**src/rtl/counter_snapshot_fifo.sv**
```systemverilog
// Snapshot FIFO that captures upstream counter values on a strobe or on a max-hit
// event and presents them to a valid/ready consumer, with drop accounting.
module counter_snapshot_fifo #(
  parameter int WIDTH = 8,
  parameter int DEPTH = 4
) (
  input  logic                       clk,
  input  logic                       rst_n,
  input  logic [WIDTH-1:0]           cnt_in,
  input  logic                       capture,
  input  logic                       max_cap_en,
  output logic [WIDTH-1:0]           snap_data,
  output logic                       snap_is_max,
  output logic                       snap_valid,
  input  logic                       snap_ready,
  output logic [$clog2(DEPTH):0]     level,
  output logic                       full,
  output logic                       empty,
  output logic                       overflow,
  output logic [7:0]                 drop_count,
  input  logic                       clr_ovf
);

  localparam int AW = $clog2(DEPTH);
  localparam int PW = AW + 1;

  logic [PW-1:0]  wptr;
  logic [PW-1:0]  rptr;
  logic [WIDTH:0] mem [DEPTH];
  logic           prev_max;

  logic           cnt_is_max;
  logic           max_hit;
  logic           push_req;
  logic           pop;
  logic           push_ok;
  logic           drop;
  logic [WIDTH:0] head;

  // Rising-edge detect on the all-ones condition so a counter parked at max fires once.
  assign cnt_is_max = (cnt_in == {WIDTH{1'b1}});
  assign max_hit    = max_cap_en & cnt_is_max & ~prev_max;
  assign push_req   = capture | max_hit;

  assign empty      = (wptr == rptr);
  assign full       = ((wptr ^ rptr) == {1'b1, {AW{1'b0}}});
  assign level      = wptr - rptr;

  assign pop        = ~empty & snap_ready;
  assign push_ok    = push_req & (~full | pop);
  assign drop       = push_req & full & ~pop;

  assign head        = mem[rptr[AW-1:0]];
  assign snap_valid  = ~empty;
  assign snap_data   = head[WIDTH-1:0];
  assign snap_is_max = head[WIDTH];

  always_ff @(posedge clk or negedge rst_n) begin
    if (!rst_n) begin
      prev_max <= 1'b0;
    end else begin
      prev_max <= cnt_is_max;
    end
  end

  // Storage is reset so the head reads as zero straight out of reset.
  always_ff @(posedge clk or negedge rst_n) begin
    if (!rst_n) begin
      for (int i = 0; i < DEPTH; i++) begin
        mem[i] <= '0;
      end
    end else if (push_ok) begin
      mem[wptr[AW-1:0]] <= {max_hit, cnt_in};
    end
  end

  always_ff @(posedge clk or negedge rst_n) begin
    if (!rst_n) begin
      wptr <= '0;
      rptr <= '0;
    end else begin
      if (push_ok) begin
        wptr <= wptr + 1'b1;
      end
      if (pop) begin
        rptr <= rptr + 1'b1;
      end
    end
  end

  // A clear coinciding with a drop keeps only that newest drop.
  always_ff @(posedge clk or negedge rst_n) begin
    if (!rst_n) begin
      overflow   <= 1'b0;
      drop_count <= 8'd0;
    end else if (clr_ovf) begin
      overflow   <= drop;
      drop_count <= drop ? 8'd1 : 8'd0;
    end else if (drop) begin
      overflow <= 1'b1;
      if (drop_count != 8'hFF) begin
        drop_count <= drop_count + 8'd1;
      end
    end
  end

endmodule

```
**config.mk**
```make
export PLATFORM = sky130hd
export DESIGN_NAME = counter_snapshot_fifo
export DESIGN_NICKNAME = d
export VERILOG_FILES = /design/src/rtl/counter_snapshot_fifo.sv
export SDC_FILE = /design/constraint.sdc
export NUM_CORES = 1
export LEC_CHECK = 0
export CORE_AREA = 2 2 62 94
export DETAILED_ROUTE_END_ITERATION = 10
export DIE_AREA = 0 0 64 96
export GPL_ROUTABILITY_DRIVEN = 0
export PLACE_DENSITY = 0.8
export SYNTH_ARGS = -nofsm -noshare
export SYNTH_HDL_FRONTEND = slang
export SYNTH_SLANG_ARGS = --single-unit
```
**constraint.sdc**
```tcl
create_clock -name clk -period 2.6 [get_ports clk]
set_clock_uncertainty 0.15 [all_clocks]
set_input_delay 0.65 -clock clk [delete_from_list [all_inputs] [get_ports clk]]
set_output_delay 0.65 -clock clk [all_outputs]
set_load 0.01 [all_outputs]
```
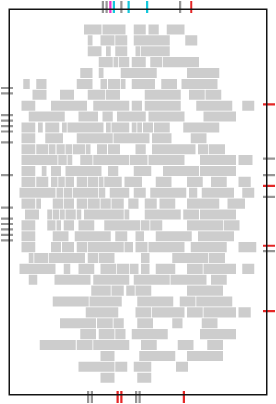
*I/O pins on the die edge, run 1*
Scale: 4 px per um. Pins as bars across the die edge, other pins in grey.
- level: cyan (pins 3; direction output; edge top)
- snap_ready: magenta (pins 1; direction input; edge top)
- snap_data: red (pins 8; direction output; edge 4 right, 3 bottom, 1 top)
- all pins by edge: 14 left, 9 top, 8 right, 7 bottom
count of input and output buffers: 37
Die H: 96 um
Die Width: 64 um

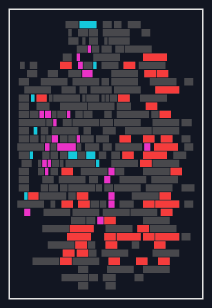
*Gate families picked out, run 1*
Scale: 3 px per um.
- multiplexers: red (cells 44; most used mux2_2)
- NOR gates: cyan (cells 9; most used nor2_1)
- NAND gates: magenta (cells 22; most used nand2_1)
Commonest Layout Cell: dfrtp_1
fin cells: 315
combinational fraction of the cell area: 36.5%

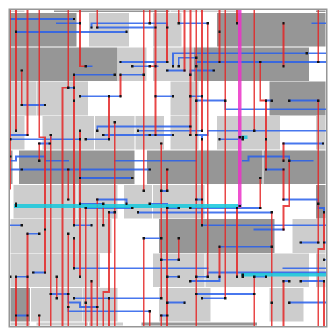
*Close-up of the layout, run 1*
Region (20, 16) to (45, 41) um. Cells in grey, sequential cells in the stronger grey; small squares are vias.
- metal 3: cyan
- metal 4: magenta
- metal 1: blue
- metal 2: red
- most frequent: dfrtp_1 (8), mux2_2 (7)
- netlist names of flops here include: mem (7), drop_count (1)
- sequential cells in the window: 8
- cells with their middle in the window: 33

==> results.yml, run 1 <==
# generated from flow reports
grt:
  first_global_vias: 1710
  overflow: 0
  grt.total_usage_pct: 18.0
  gr-usage-met2_pct: 32.8
  grt-busiest-layer: "met2"
  grt_start_max_net_pins: 53
final_layout:
  clock_buffer_cells: 5
  flop_area_mm2: 0.00130
  largest_register_ffs: 36
  seq_cells: 52
  final-clk-cell-share_pct: 3.51
  max_flop_register: "mem"
  layout-area-overhead-vs-synth_pct: 30.8
  layout_top_cells: "dfrtp_1 (52), mux2_2 (33), buf_4 (21)"
  finish.utilization_pct: 61.5
  area_occupied_by_multi_input_gates_mm2: 0.00120
  number_of_logic_gates: 117
  area_of_all_placed_cells_without_fillers_mm2: 0.00328
  final_net_count: 267
  fraction_of_layout_cells_with_a_size_suffix_above_1_pct: 36.3
floorplan:
  core.rowCount: 33
  design.portCount: 38
  num_tap_cells: 70
clock_tree:
  cts-resized-gates: 16
  number_of_clock_buffers_inserted_by_tritoncts: 5
  clock.latency.late_pin_ns: 0.31
  cts.sink_count: 52
status:
  run_status: "completed"
critical_path:
  r2r_end: "mem[2]"
  ff2ff_setup_slack_ns: 0.41
  critPathCaptureType: "output pin"
  cp_top_family: "adder cells"
  crit_path_end: "level[2]"
  setup.worst_path.start: "rptr[0]"
  crit_arrival_ns: 1.74
  critical_path.max_fanout: 2
synth:
  top_cells_by_count: "dfrtp_1 (52), mux2_2 (33), inv_1 (9), mux4_2 (9), ha_1 (8)"
  topCellsByArea: "dfrtp_1 (52%), mux2_2 (15%), mux4_2 (8.1%), ha_1 (4.0%), xnor2_1 (2.1%)"
  topCombFamilyByArea: "multiplexers"
  number_of_synthesized_flops_with_an_enable_pin: 0
  ys.flop_type: "dfrtp_1"
  yosys_warns: 0
  seq_area_frac_synth_pct: 51.9
  mapped_area_mm2: 0.00250
  postSynthCellCount: 182
  ys_async_sr_fraction_pct: 100
  yosys.area.top_type: "dfrtp_1"
  ys_chip_area_mm2: 0.00250
  ys_sh_simple_pct: 9.59
  postSynthNetCount: 205
  post_synth_ao_oa_area_fraction_pct: 5.04
power_and_ir_drop:
  seqPwrFrac_pct: 34.7
  totalPowerFinal_mw: 3.79
  power_top_consumer: "combinational logic"
  p_switching_mw: 1.26
  pg_clk_uw: 558
  cell_internal_pwr_mw: 2.53
  powerComb_mw: 1.92
timing:
  final_critical_path_setup_slack_ns: 0.0622
  hold_ws_ns: 0.303
  finalSetupViolations: 0
  max-slew-margin-rel_pct: 56.3
  min_period_ns: 2.54
  worst_slew_pin_slew_ns: 0.655
  timing_max_transition_violations_final: 0
  tns_ns: 0
job:
  warning_count: 30
min_path:
  min_delay_worst_type: "in -> async"
route:
  vias: 1646
  wl_met1_mm: 1.91
  dr_wl_met3_um: 211
  drt_first_iter_violations: 48
  route.met2.wl_mm: 2.78
  route.antenna.remaining_nets: 0
  top_sig_layer: "met4"
place:
  placed_area_mm2: 0.00307
  hpwl_mm: 3.61
==> run 1 -> run 2 <==
Settings changed: GPL_TIMING_DRIVEN set to 0.
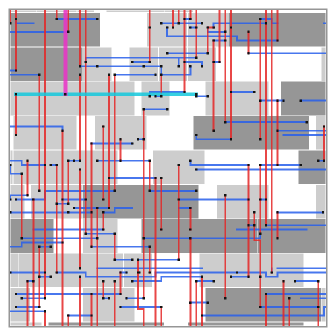
*Close-up of the layout, run 2*
Region (20, 16) to (45, 41) um. Cells in grey, sequential cells in the stronger grey; small squares are vias.

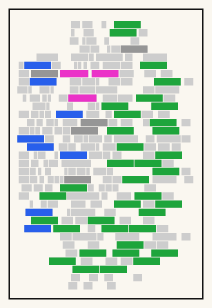
*Where the registers sit, run 2*
Scale: 3 px per um. Other sequential cells in the stronger grey, the rest of the logic in the fainter grey.
- rptr: magenta (sequential cells 3)
- mem: green (sequential cells 36)
- drop_count: blue (sequential cells 8)
power in sequential cells: 1.32 mW
sequential cell area share: 40.7%
Sequential cell area: 0.00130 mm2
core utilization of the finished layout: 60.1%

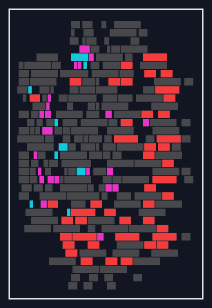
*Gate families picked out, run 2*
Scale: 3 px per um.
- NAND gates: magenta (cells 22; most used nand2_1)
- multiplexers: red (cells 44; most used mux2_2)
- NOR gates: cyan (cells 9; most used nor2_1)
combinational fraction of the cell area: 36.5%
fin cells: 309

==> run 2 against run 1 <==
  * Fmax rose by 0.74%
  * Highest routed layer unchanged
  * First-iteration DRC count fell by 21%
  * Final area down 2.3%
  * Setup slack better by 0.019 ns
  * Hold slack got worse by 0.13 ns
  * Register-to-register slack worse by 0.30 ns
  * Combinational power down 4%
  * Synthesized area unchanged
  * Sequential power barely moved
==> results.yml, run 2 <==
# generated from flow reports
power_and_ir_drop:
  power_top_consumer: "combinational logic"
  seqPwrFrac_pct: 35.4
  cell_internal_pwr_mw: 2.50
  pg_clk_uw: 574
  totalPowerFinal_mw: 3.73
  powerComb_mw: 1.84
  p_switching_mw: 1.23
synth:
  postSynthNetCount: 205
  mapped_area_mm2: 0.00250
  postSynthCellCount: 182
  topCellsByArea: "dfrtp_1 (52%), mux2_2 (15%), mux4_2 (8.1%), ha_1 (4.0%), xnor2_1 (2.1%)"
  ys.flop_type: "dfrtp_1"
  ys_chip_area_mm2: 0.00250
  ys_async_sr_fraction_pct: 100
  yosys.area.top_type: "dfrtp_1"
  top_cells_by_count: "dfrtp_1 (52), mux2_2 (33), inv_1 (9), mux4_2 (9), ha_1 (8)"
  number_of_synthesized_flops_with_an_enable_pin: 0
  topCombFamilyByArea: "multiplexers"
  seq_area_frac_synth_pct: 51.9
  ys_sh_simple_pct: 9.59
critical_path:
  critPathCaptureType: "output pin"
  crit_path_end: "snap_data[6]"
  cp_num_cells: 3
  ff2ff_setup_slack_ns: 0.11
  cp_top_family: "multiplexers"
  setup.worst_path.start: "rptr[0]"
  crit_arrival_ns: 1.72
  critical_path.max_fanout: 5
route:
  drcViolationCount: 0
  top_sig_layer: "met4"
  dr_wl_met3_um: 140
  route.antenna.remaining_nets: 0
  wl_met1_mm: 2.01
  vias: 1643
clock_tree:
  number_of_clock_buffers_inserted_by_tritoncts: 5
  cts-resized-gates: 33
  cts.sink_count: 52
  post_cts_setup_buffer_count: 8
  clock.latency.late_pin_ns: 0.30
status:
  run_status: "completed"
timing:
  max-slew-margin-rel_pct: 51.6
  tns_ns: 0
  finalSetupViolations: 0
  worst_slew_pin_slew_ns: 0.717
  hold_ws_ns: 0.172
  min_period_ns: 2.52
  timing_max_transition_violations_final: 0
min_path:
  min_delay_worst_type: "in -> async"
place:
  placed_area_mm2: 0.00297
  port-buffer-count: 36
  hpwl_mm: 3.45
floorplan:
  dieWidth_um: 64
  num_tap_cells: 70
  core.rowCount: 33
  design.portCount: 38
  dieHeight_um: 96
final_layout:
  area_occupied_by_multi_input_gates_mm2: 0.00117
  largest_register_ffs: 36
  lay_top_count: "dfrtp_1"
  clock_buffer_cells: 6
  nNonClkInverters: 9
  final-clk-cell-share_pct: 3.79
  fraction_of_layout_cells_with_a_size_suffix_above_1_pct: 35.6
  area_of_all_placed_cells_without_fillers_mm2: 0.00320
  layout_top_cells: "dfrtp_1 (50), mux2_2 (33), dlygate4sd2_1 (19)"
  max_flop_register: "mem"
  final_net_count: 261
grt:
  gr-usage-met2_pct: 33.2
  grt-busiest-layer: "met2"
  overflow: 0
job:
  warning_count: 31
No activity file was given, so power comes from the tool's default toggle rates.
